==> config.mk <==
export PLATFORM = sky130hd
export DESIGN_NAME = fwd_hazard_ctrl
export DESIGN_NICKNAME = d
export VERILOG_FILES = /design/src/rtl/fwd_hazard_ctrl.sv
export SDC_FILE = /design/constraint.sdc
export NUM_CORES = 1
export LEC_CHECK = 0
export ABC_AREA = 1
export ABC_CLOCK_PERIOD_IN_PS = 1400
export CORE_ASPECT_RATIO = 0.75
export CORE_MARGIN = 3
export CORE_UTILIZATION = 45
export DETAILED_ROUTE_END_ITERATION = 7
export PLACE_DENSITY = 0.73
export SETUP_SLACK_MARGIN = 0.05
export SLEW_MARGIN = 20
export SYNTH_ARGS = -nofsm -noshare
export SYNTH_HDL_FRONTEND = slang
export SYNTH_SLANG_ARGS = --single-unit
==> constraint.sdc <==
create_clock -name clk -period 1.4 [get_ports clk]
set_input_delay 0.28 -clock clk [delete_from_list [all_inputs] [get_ports clk]]
set_output_delay 0.28 -clock clk [all_outputs]
set_load 0.005 [all_outputs]
### Signal wires by layer, run 1

The bar under the picture is 20 microns long.
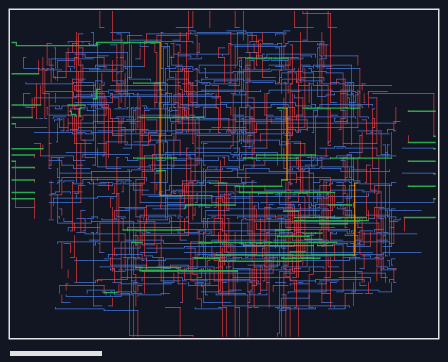
- orange: met4 (wire length 64.6 microns)
- blue: met1 (wire length 3,810 microns)
- red: met2 (wire length 3,200 microns)
- green: met3 (wire length 504 microns)
routed via count: 2,899
wire length per cell: 12.9 microns
WL final: 7570 microns
total track usage: 0.231

### Cells by drive strength, run 1

The bar under the picture is 20 microns long.
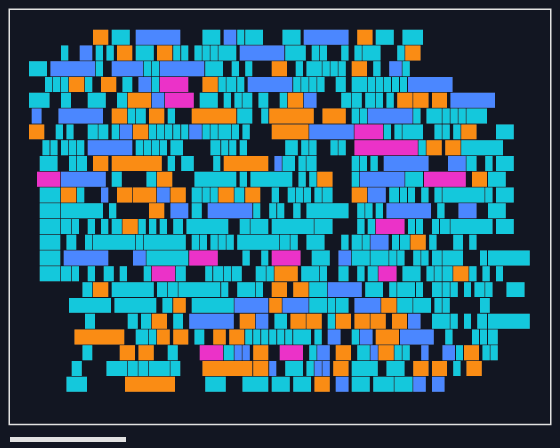
- orange: drive 3 to 4 (cells 78; share 15%)
- blue: drive 2 (cells 60; share 12%)
- cyan: drive 1 or less (cells 363; share 71%)
- magenta: drive 6 and up (cells 13; share 2.5%)
design area: 3850 sq um
final worst setup slack: -0.289 ns
Area growth syn-to-layout: 50.2%
count of plain and timing-repair buffers: 110

### Nets reached from selected ports, run 1

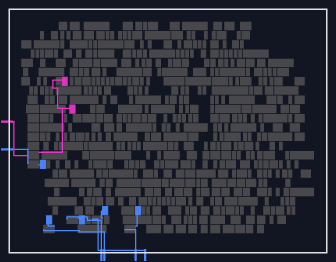
- blue: id_dest (bits 5; direction input; edge 4 bottom, 1 left; end cells 5; buffers 5; wire 103 microns)
- magenta: id_valid (bits 1; direction input; edge left; end cells 2; buffers 1; wire 53.2 microns)
# IOs: 46
IO buf count: 45

==> results.yml, run 1 <==
# yosys + openroad results
global_route:
  grt_max_degree: 35
  antenna_found_initial: 0
  grt_pass1_wl_microns: 12100
  gr-usage-met2: 0.322
cells_and_area:
  largest_reg_flops: 16
  regArea_sq_um: 900
  fin_util: 0.711
  nNetsFinal: 538
  comb_area_sq_um: 1570
place:
  dp_hpwl_microns: 5500
  dpl_cell_area_sq_um: 3510
power:
  internal_power_mw: 2.10
  p_seq_mw: 1.32
  power_density_nw_per_um2: 747
  pg_comb_mw: 0.496
  netSwitchingFraction: 0.269
final_timing:
  grt_setup_unrepaired: "true"
  fin_ws_ns: -0.289
  fmax_mhz: 592
  setup_tns_ns: -4.44
  slew_headroom: 0.765
  setup_violations: 23
drt:
  top_layer: "met4"
  viasPerCell: 4.92
  m1WireLength_microns: 3810
worst_setup_path:
  cp_top_family: "simple AND/OR/NAND/NOR gates"
  critPathMaxFanout: 4
  start_kind: "register"
  cp.depth: 7
  path_class: "register to primary output"
logic_synthesis:
  xor_share: 0.0752
  ys_ff: 43
  ys_sh_aoi: 0.112
  async_reset_ff_frac: 0
  synthCells: 405
  synth-main-ff-cell: "dfxtp_1"
  syn_area_sq_um: 2560
  yosys-top-cells-count: "105 x nand2_1, 67 x nor2_1, 50 x inv_1"
  ys_chip_area_sq_um: 2560
  edf_count: 0
run_status:
  violations: "negative setup slack"
  outcome: "finished with violations"
clocking:
  postCtsSetupRepairBufs: 13
  cts_tree: "yes"
  clk_pin_slew_ns: 0.09
  clock.latency.late_pin_ns: 0.31
  ctsResizeCount: 59
job:
  maxCapViolCount: 0
floorplan:
  dieArea_sq_um: 6640
[run 1: cells in the final DEF, fill, tap and decap left out, types with 3 or more instances in the layout]
cell and n:
inv_2 9, a21oi_2 5, clkbuf_8 6, buf_4 61, dfxtp_2 19, dlygate4sd2_1 24
nor2_4 4, dfxtp_4 4, nand2_2 13, nor2_2 6, nand3_1 13, nand4_4 3
nand4_1 9, buf_6 4, clkdlybuf4s50_1 13, nor2_1 62, inv_4 4, inv_1 44
clkdlybuf4s15_1 4, xnor2_1 10, dfxtp_1 20, o21ai_1 5, xor2_1 9, nor3_1 4
nand2_1 95, o21ai_0 25, a21oi_1 18
## Run 2: what changed since run 1
Settings changed: SETUP_SLACK_MARGIN 0.05 to not set.
### Clock nets, run 2

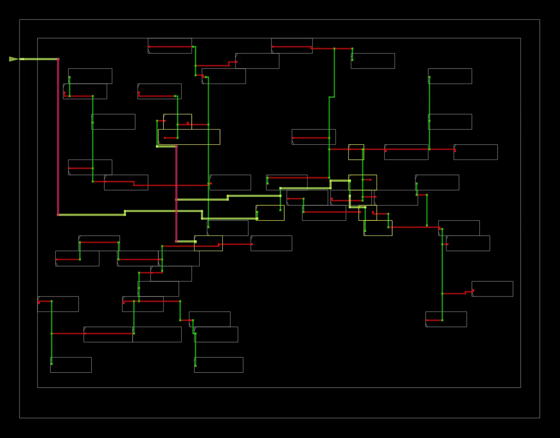
final-layout clock buffer total: 5
P_clk: 1.01 mW

### Signal wires by layer, run 2

The bar under the picture is 20 microns long.
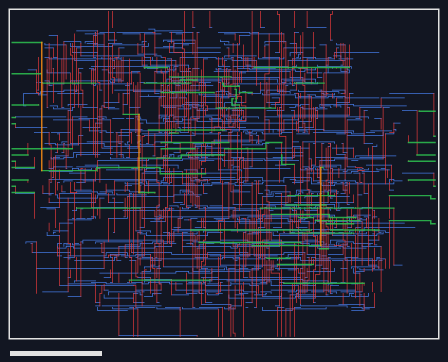
WL final: 7700 microns
routed via count: 2,945

==> results.yml, run 2 <==
# yosys + openroad results
run_status:
  outcome: "finished with violations"
  violations: "negative setup slack"
logic_synthesis:
  async_reset_ff_frac: 0
  ys_ff: 43
  synth-main-ff-cell: "dfxtp_1"
  xor_share: 0.0752
  synthCells: 405
  syn_area_sq_um: 2560
  edf_count: 0
cells_and_area:
  mostFrequentLayoutCell: "nand2_1"
  comb_area_sq_um: 1640
  fin_util: 0.733
  largest_reg_flops: 16
final_timing:
  slew_headroom: 0.754
  grt_setup_unrepaired: "true"
  setup_tns_ns: -3.95
  fin_ws_ns: -0.306
  setup_violations: 23
drt:
  top_layer: "met4"
  wire_per_inst_microns: 13.0
  m1WireLength_microns: 3780
  viasPerCell: 4.97
power:
  power_density_nw_per_um2: 719
floorplan:
  io_pins: 46
  dieArea_sq_um: 6640
global_route:
  antenna_found_initial: 0
  grt_max_degree: 35
  grt_pass1_wl_microns: 12400
  gr-usage-met2: 0.341
  grtUsageTotal: 0.231
clocking:
  cts_tree: "yes"
  clock.latency.late_pin_ns: 0.30
  clk_pin_slew_ns: 0.09
place:
  numPortBuffers: 45
  dp_hpwl_microns: 5530
  dpl_cell_area_sq_um: 3530
worst_setup_path:
  start_kind: "register"
### Cells by drive strength, run 2

The bar under the picture is 20 microns long.
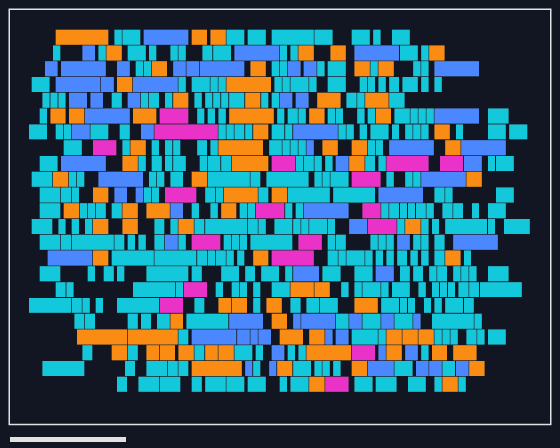
- orange: drive 3 to 4 (cells 81; share 16%)
- magenta: drive 6 and up (cells 18; share 3.5%)
- cyan: drive 1 or less (cells 351; share 68%)
- blue: drive 2 (cells 67; share 13%)
final worst setup slack: -0.306 ns
Area growth syn-to-layout: 54.8%
count of plain and timing-repair buffers: 113
design area: 3970 sq um

-- run 2: power by group --
| group | internal [mW] | switching (mW) | total [mW] |
|---|---|---|---|
| clock | 0.538 | 0.475 | 1.01 |
| sequential | 1.26 | 0.0575 | 1.32 |
| combinational | 0.256 | 0.262 | 0.518 |
| total | 2.06 | 0.794 | 2.85 |
-- run 2: worst max-delay path, stage by stage (launching register included) --
cell     delay [ns]
dfxtp_4        0.39
inv_4          0.06
nand2_2        0.06
nand2_2        0.05
nor2_2         0.14
nand4_2        0.11
nand2_4        0.12
nand2_2        0.06
inv_2          0.05
buf_6          0.09
-- run 2: repair_timing --
action / CTS / global route
setup buffers: 11 / 5
endpoints found under the hold margin: 0 / 0
endpoints found under the setup margin: 44 / 24
resized: 89 / 39
pin swaps: 17 / 18
gates cloned: 1 / 0
Power figures rest on the tool's default switching activity, not on a simulated workload.
